**config.mk**
```make
export PLATFORM = sky130hd
export DESIGN_NAME = instr_fetch_unit
export DESIGN_NICKNAME = d
export VERILOG_FILES = /design/src/rtl/instr_fetch_unit.sv
export SDC_FILE = /design/constraint.sdc
export NUM_CORES = 1
export LEC_CHECK = 0
export CAP_MARGIN = 20
export CELL_PAD_IN_SITES_DETAIL_PLACEMENT = 0
export CELL_PAD_IN_SITES_GLOBAL_PLACEMENT = 1
export CORE_MARGIN = 10
export CORE_UTILIZATION = 25
export CTS_CLUSTER_DIAMETER = 30
export CTS_CLUSTER_SIZE = 25
export DETAILED_ROUTE_END_ITERATION = 6
export GPL_TIMING_DRIVEN = 0
export PLACE_DENSITY_LB_ADDON = 0.1
export SKIP_CTS_REPAIR_TIMING = 1
export SLEW_MARGIN = 20
export SYNTH_ARGS = -nofsm -noshare
export SYNTH_HDL_FRONTEND = slang
export SYNTH_SLANG_ARGS = --single-unit
```
**constraint.sdc**
```tcl
create_clock -name clk -period 10.39 [get_ports clk]
set_input_delay 2.078 -clock clk [delete_from_list [all_inputs] [get_ports clk]]
set_output_delay 2.078 -clock clk [all_outputs]
set_load 0.005 [all_outputs]
```
**src/rtl/instr_fetch_unit.sv**
```systemverilog
// Instruction fetch unit: program counter, fetch address generation and a
// small prefetch FIFO that hands {pc, instr} pairs to decode over a
// valid/ready handshake. Redirects flush the FIFO and reload the PC.
module instr_fetch_unit #(
  parameter int                    ADDR_WIDTH = 32,
  parameter int                    DATA_WIDTH = 32,
  parameter logic [ADDR_WIDTH-1:0] RESET_PC   = '0,
  parameter int                    FIFO_DEPTH = 4,
  parameter int                    MEM_SIZE   = 512
) (
  input  logic                  clk,
  input  logic                  rst_n,
  output logic [ADDR_WIDTH-1:0] instr_addr,
  input  logic [DATA_WIDTH-1:0] instr,
  output logic                  if_valid,
  output logic [DATA_WIDTH-1:0] if_instr,
  output logic [ADDR_WIDTH-1:0] if_pc,
  input  logic                  id_ready,
  input  logic                  redirect_valid,
  input  logic [ADDR_WIDTH-1:0] redirect_pc,
  output logic                  fetch_oob
);

  // Pointer width covers FIFO_DEPTH entries; the count needs one more bit
  // so that "full" (count == FIFO_DEPTH) is representable.
  localparam int PTR_W = (FIFO_DEPTH > 1) ? $clog2(FIFO_DEPTH) : 1;
  localparam int CNT_W = PTR_W + 1;
  localparam int AW1   = ADDR_WIDTH + 1;

  localparam logic [CNT_W-1:0] FULL_COUNT = CNT_W'(FIFO_DEPTH);
  localparam logic [PTR_W-1:0] LAST_PTR   = PTR_W'(FIFO_DEPTH - 1);

  // Upper bound of the legal fetch range in bytes. Computed one bit wider
  // than the PC so a memory covering the whole address space cannot wrap
  // the limit to zero.
  localparam logic [AW1-1:0] MEM_LIMIT = AW1'(MEM_SIZE) << 2;

  localparam logic [ADDR_WIDTH-1:0] RESET_PC_ALIGNED =
    {RESET_PC[ADDR_WIDTH-1:2], 2'b00};

  // Reject illegal FIFO geometries at elaboration time.
  if (FIFO_DEPTH < 2 || (FIFO_DEPTH & (FIFO_DEPTH - 1)) != 0) begin : g_bad_depth
    $error("instr_fetch_unit: FIFO_DEPTH must be a power of two >= 2");
  end

  // ------------------------------------------------------------------
  // State
  // ------------------------------------------------------------------
  logic [ADDR_WIDTH-1:0] fetch_pc_reg, fetch_pc_next;
  logic [PTR_W-1:0]      rd_ptr_reg,   rd_ptr_next;
  logic [PTR_W-1:0]      wr_ptr_reg,   wr_ptr_next;
  logic [CNT_W-1:0]      count_reg,    count_next;

  // Prefetch storage. Contents need no reset: occupancy is tracked solely
  // by count_reg, and the head outputs are forced to zero when empty.
  logic [ADDR_WIDTH-1:0] pc_store    [FIFO_DEPTH];
  logic [DATA_WIDTH-1:0] instr_store [FIFO_DEPTH];

  // ------------------------------------------------------------------
  // Handshake and status decode
  // ------------------------------------------------------------------
  logic                  oob;
  logic                  fifo_full;
  logic                  fifo_empty;
  logic                  pop;
  logic                  push;
  logic [ADDR_WIDTH-1:0] redirect_target;
  logic [ADDR_WIDTH-1:0] fetch_addr;

  assign fetch_addr      = {fetch_pc_reg[ADDR_WIDTH-1:2], 2'b00};
  assign redirect_target = {redirect_pc[ADDR_WIDTH-1:2], 2'b00};

  assign oob        = ({1'b0, fetch_pc_reg} >= MEM_LIMIT);
  assign fifo_full  = (count_reg == FULL_COUNT);
  assign fifo_empty = (count_reg == '0);

  // A pop frees a slot in the same cycle, so a full FIFO can still accept
  // a new word while decode drains the head. A redirect squashes both.
  assign pop  = ~fifo_empty & id_ready;
  assign push = ~oob & ~redirect_valid & (~fifo_full | pop);

  assign instr_addr = fetch_addr;
  assign fetch_oob  = oob;
  assign if_valid   = ~fifo_empty;

  // Head of the FIFO presented to decode; zero while empty.
  always_comb begin
    if_pc    = '0;
    if_instr = '0;
    if (!fifo_empty) begin
      if_pc    = pc_store[rd_ptr_reg];
      if_instr = instr_store[rd_ptr_reg];
    end
  end

  // ------------------------------------------------------------------
  // Next-state logic for PC, pointers and occupancy
  // ------------------------------------------------------------------
  // Compute next PC, pointer and count values; redirect overrides push/pop.
  always_comb begin
    fetch_pc_next = fetch_pc_reg;
    rd_ptr_next   = rd_ptr_reg;
    wr_ptr_next   = wr_ptr_reg;
    count_next    = count_reg;

    if (redirect_valid) begin
      // Flush: whatever is at the head this cycle is squashed even if
      // decode signalled ready for it.
      fetch_pc_next = redirect_target;
      rd_ptr_next   = '0;
      wr_ptr_next   = '0;
      count_next    = '0;
    end else begin
      if (push) begin
        fetch_pc_next = fetch_addr + ADDR_WIDTH'(4);
        wr_ptr_next   = (wr_ptr_reg == LAST_PTR) ? '0 : wr_ptr_reg + 1'b1;
      end
      if (pop) begin
        rd_ptr_next = (rd_ptr_reg == LAST_PTR) ? '0 : rd_ptr_reg + 1'b1;
      end
      unique case ({push, pop})
        2'b10:   count_next = count_reg + 1'b1;
        2'b01:   count_next = count_reg - 1'b1;
        default: count_next = count_reg;
      endcase
    end
  end

  // ------------------------------------------------------------------
  // Registers
  // ------------------------------------------------------------------
  // Control state register with synchronous active-low reset.
  always_ff @(posedge clk) begin
    if (!rst_n) begin
      fetch_pc_reg <= RESET_PC_ALIGNED;
      rd_ptr_reg   <= '0;
      wr_ptr_reg   <= '0;
      count_reg    <= '0;
    end else begin
      fetch_pc_reg <= fetch_pc_next;
      rd_ptr_reg   <= rd_ptr_next;
      wr_ptr_reg   <= wr_ptr_next;
      count_reg    <= count_next;
    end
  end

  // Capture the fetched word and its PC into the tail slot on each push.
  // push already excludes redirects; reset is gated so a pending write in
  // the reset cycle cannot land.
  always_ff @(posedge clk) begin
    if (rst_n && push) begin
      pc_store[wr_ptr_reg]    <= fetch_addr;
      instr_store[wr_ptr_reg] <= instr;
    end
  end

endmodule

```
### Routing congestion

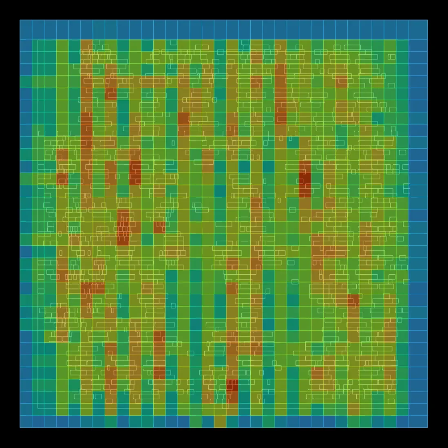
global routing met2 resource utilization: 18.9%
busiest grt layer: met2

### Port wiring

The bar under the picture is 50 um long.
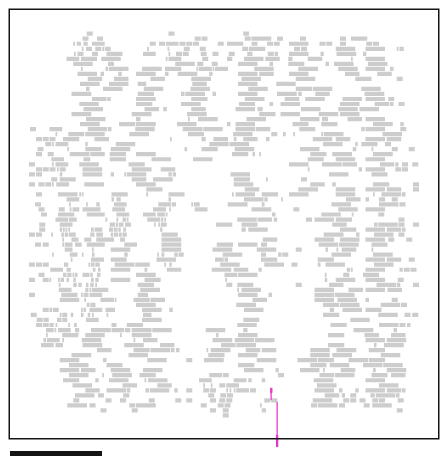
port	color	bits	direction	edge	end cells	buffers	wire
if_valid	magenta	1	output	bottom	1	1	23.9 um

### Sequential cells colored by netlist name

The bar under the picture is 50 um long. Other sequential cells in the stronger gray, the rest of the logic in the fainter gray.
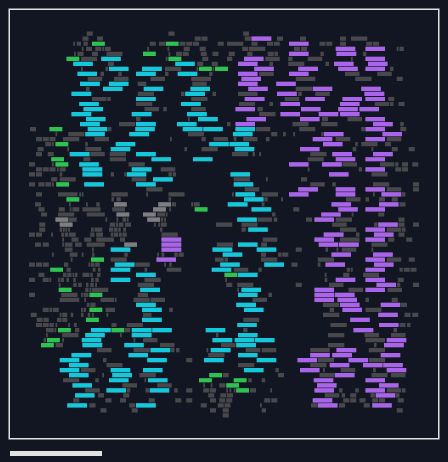
signal	color	placed flops
instr_store	purple	128
pc_store	cyan	120
fetch_pc_reg	green	30
not colored	9

### Signal wires on met1

The bar under the picture is 50 um long. Supply wires on this layer in gray. Cells faint in the background.
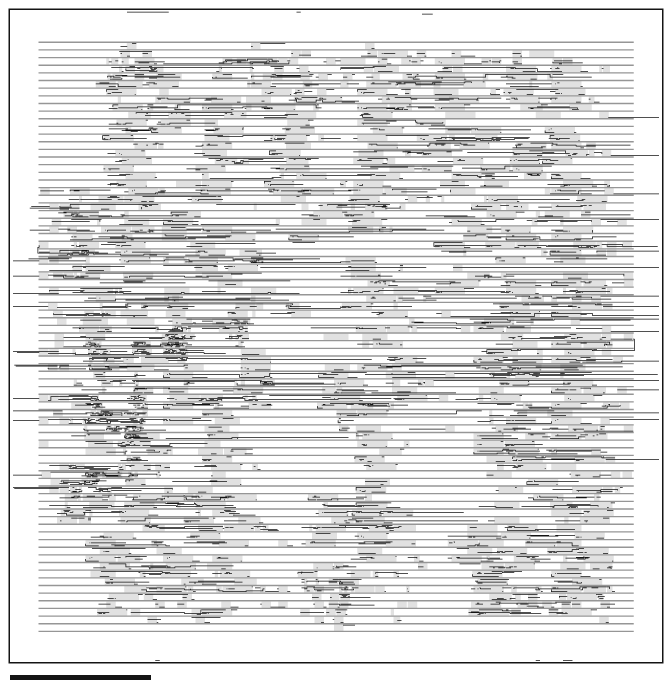
share of all routed wire	42%
longest straight run	80.0 um
overall via count from detail_route: 6385
GR Util met1: 13.3%
routed wire length: 30.4 mm

==> run notes <==
Flow results are below.

- The run finished with clean final reports.
- The number of warning messages in the logs is 33, for reference.
- The area used by sequential logic in the layout is 8230 um2, for reference.
- The transition time at the pin with the least slew margin is 1.06 ns, for reference.
- Of the total power, combinational logic draws 2.6%.
- Per the Yosys statistics, synthesis produced 603 cells.
- The worst setup slack for register-to-register paths is 7.00 ns, for reference.
- Sequential cells burn 36.0% of the power.
- On the final layout, the worst hold slack is 0.508 ns.
- By area, the combinational part of the netlist is dominated by multiplexers.
- The highest net fanout along the worst path is 7, for reference.
- The buffer_ports step reported a buffer count of 159.
- Per the layout area report, the sequential fraction of cell area is 51.0%.
- Measured against its own limit, the worst slew margin works out to 29.6%.
- The depth of the most critical reg-to-reg path is 6, for reference.
- The net switching power figure is 708 uW, for reference.
- The starting density of the core is 25.3%, for reference.
- For this run, the final setup violation count is recorded as 0.
- The number of inserted diodes is 0, for reference.
- After synthesis, the share of flip-flops with an asynchronous set or reset is 0%.
- The number of instances in the synthesized netlist is 603, for reference.
- In the layout the commonest cells are 248 x sky130_fd_sc_hd__edfxtp_1, 159 x sky130_fd_sc_hd__clkdlybuf4s50_1, 76 x sky130_fd_sc_hd__clkbuf_16.
- By count the netlist is led by 248 x sky130_fd_sc_hd__edfxtp_1, 62 x sky130_fd_sc_hd__mux4_2, 62 x sky130_fd_sc_hd__nor2b_1.
- The highest-power group is clock, for reference.
- Measured against the total synthesized area, the mux share comes to 14.5%.
- Setup repair after global routing left no endpoint under its margin.
- The worst setup path category is reg -> out, for reference.
- The synthesized cell area is 11200 um2, for reference.
- The die boundary width is 232 um, for reference.
- The post-synthesis share of cell area spent on full adders, half adders and majority gates is 0.960%, for reference.
- The flow reports an fmax of 0.188 GHz.
- The via count of the first global-routing pass is 7249.
- The initial antenna violation count came to 0.
- The flow measured a signed area growth from synthesis to layout of 43.9%.
- The cell count after placement is 1362, for reference.
- The biggest cell delay along the critical path is 0.66 ns, for reference.
- For the finished layout, the period the worst path requires is 5.33 ns.
- The mean area per synthesized cell is 18.6 um2, for reference.
- The highest-count logic cell in the final layout is sky130_fd_sc_hd__edfxtp_1, for reference.
- Walking the worst path, the cells encountered are nor4_1 > nand4_1 > or3_2 > clkdlybuf4s50_1.
- The total power after layout is 3560 uW, for reference.
- Summed over the clock group, the power is 2190 uW.
- The worst setup path is captured at a primary output.
- Per the layout report, the design carries 197 non-clock buffers.
- Per the timing report, the most critical flop-to-flop path finishes at instr_store[2][1]$_DFFE_PP_.
- The leading cell category by total area is flip-flops and latches, for reference.
- The routed via count divided by cell count is 4.27, for reference.
- Per the CTS log, the root buffer master is sky130_fd_sc_hd__clkbuf_16.
- Post-synth the commonest register cell is sky130_fd_sc_hd__edfxtp_1.
- The final hold violation count recorded for this run is 0.
- The y dimension of the die is 232 um, for reference.
- The internal power is 2850 uW, for reference.
- In this run, the synthesized area fraction spent on xor and xnor cells is recorded as 0.0781%.
- Of the total standard cell area in the layout, the multi-input combinational portion is 17.6%.
- In this run, the clock network consumes 61.4% of the power.
- The clock-cell share of area is 15.1%, for reference.
- The required time at the endpoint of the critical path is 8.31 ns, for reference.
- The post-synthesis sequential area ratio is 73.4%, for reference.
- After floorplanning, the die was sized to cover 53700 um2.
- Grouping stages by cell kind, the critical path spends the most delay in simple AND/OR/NAND/NOR gates.
- The flip-flop count of the largest register after layout is 128, for reference.
- The number of violations reported at the end of detailed-routing iteration 0 is 317, for reference.
- The final worst-path cycle share is 51.3%, for reference.
- For reference, the top cells by area after synthesis are sky130_fd_sc_hd__edfxtp_1 66%, sky130_fd_sc_hd__mux4_2 12%, sky130_fd_sc_hd__dfxtp_1 7.0%.
- Logged for this run, the post-placement worst setup slack is 5.46 ns.
No activity file was given, so power comes from the tool's default toggle rates.
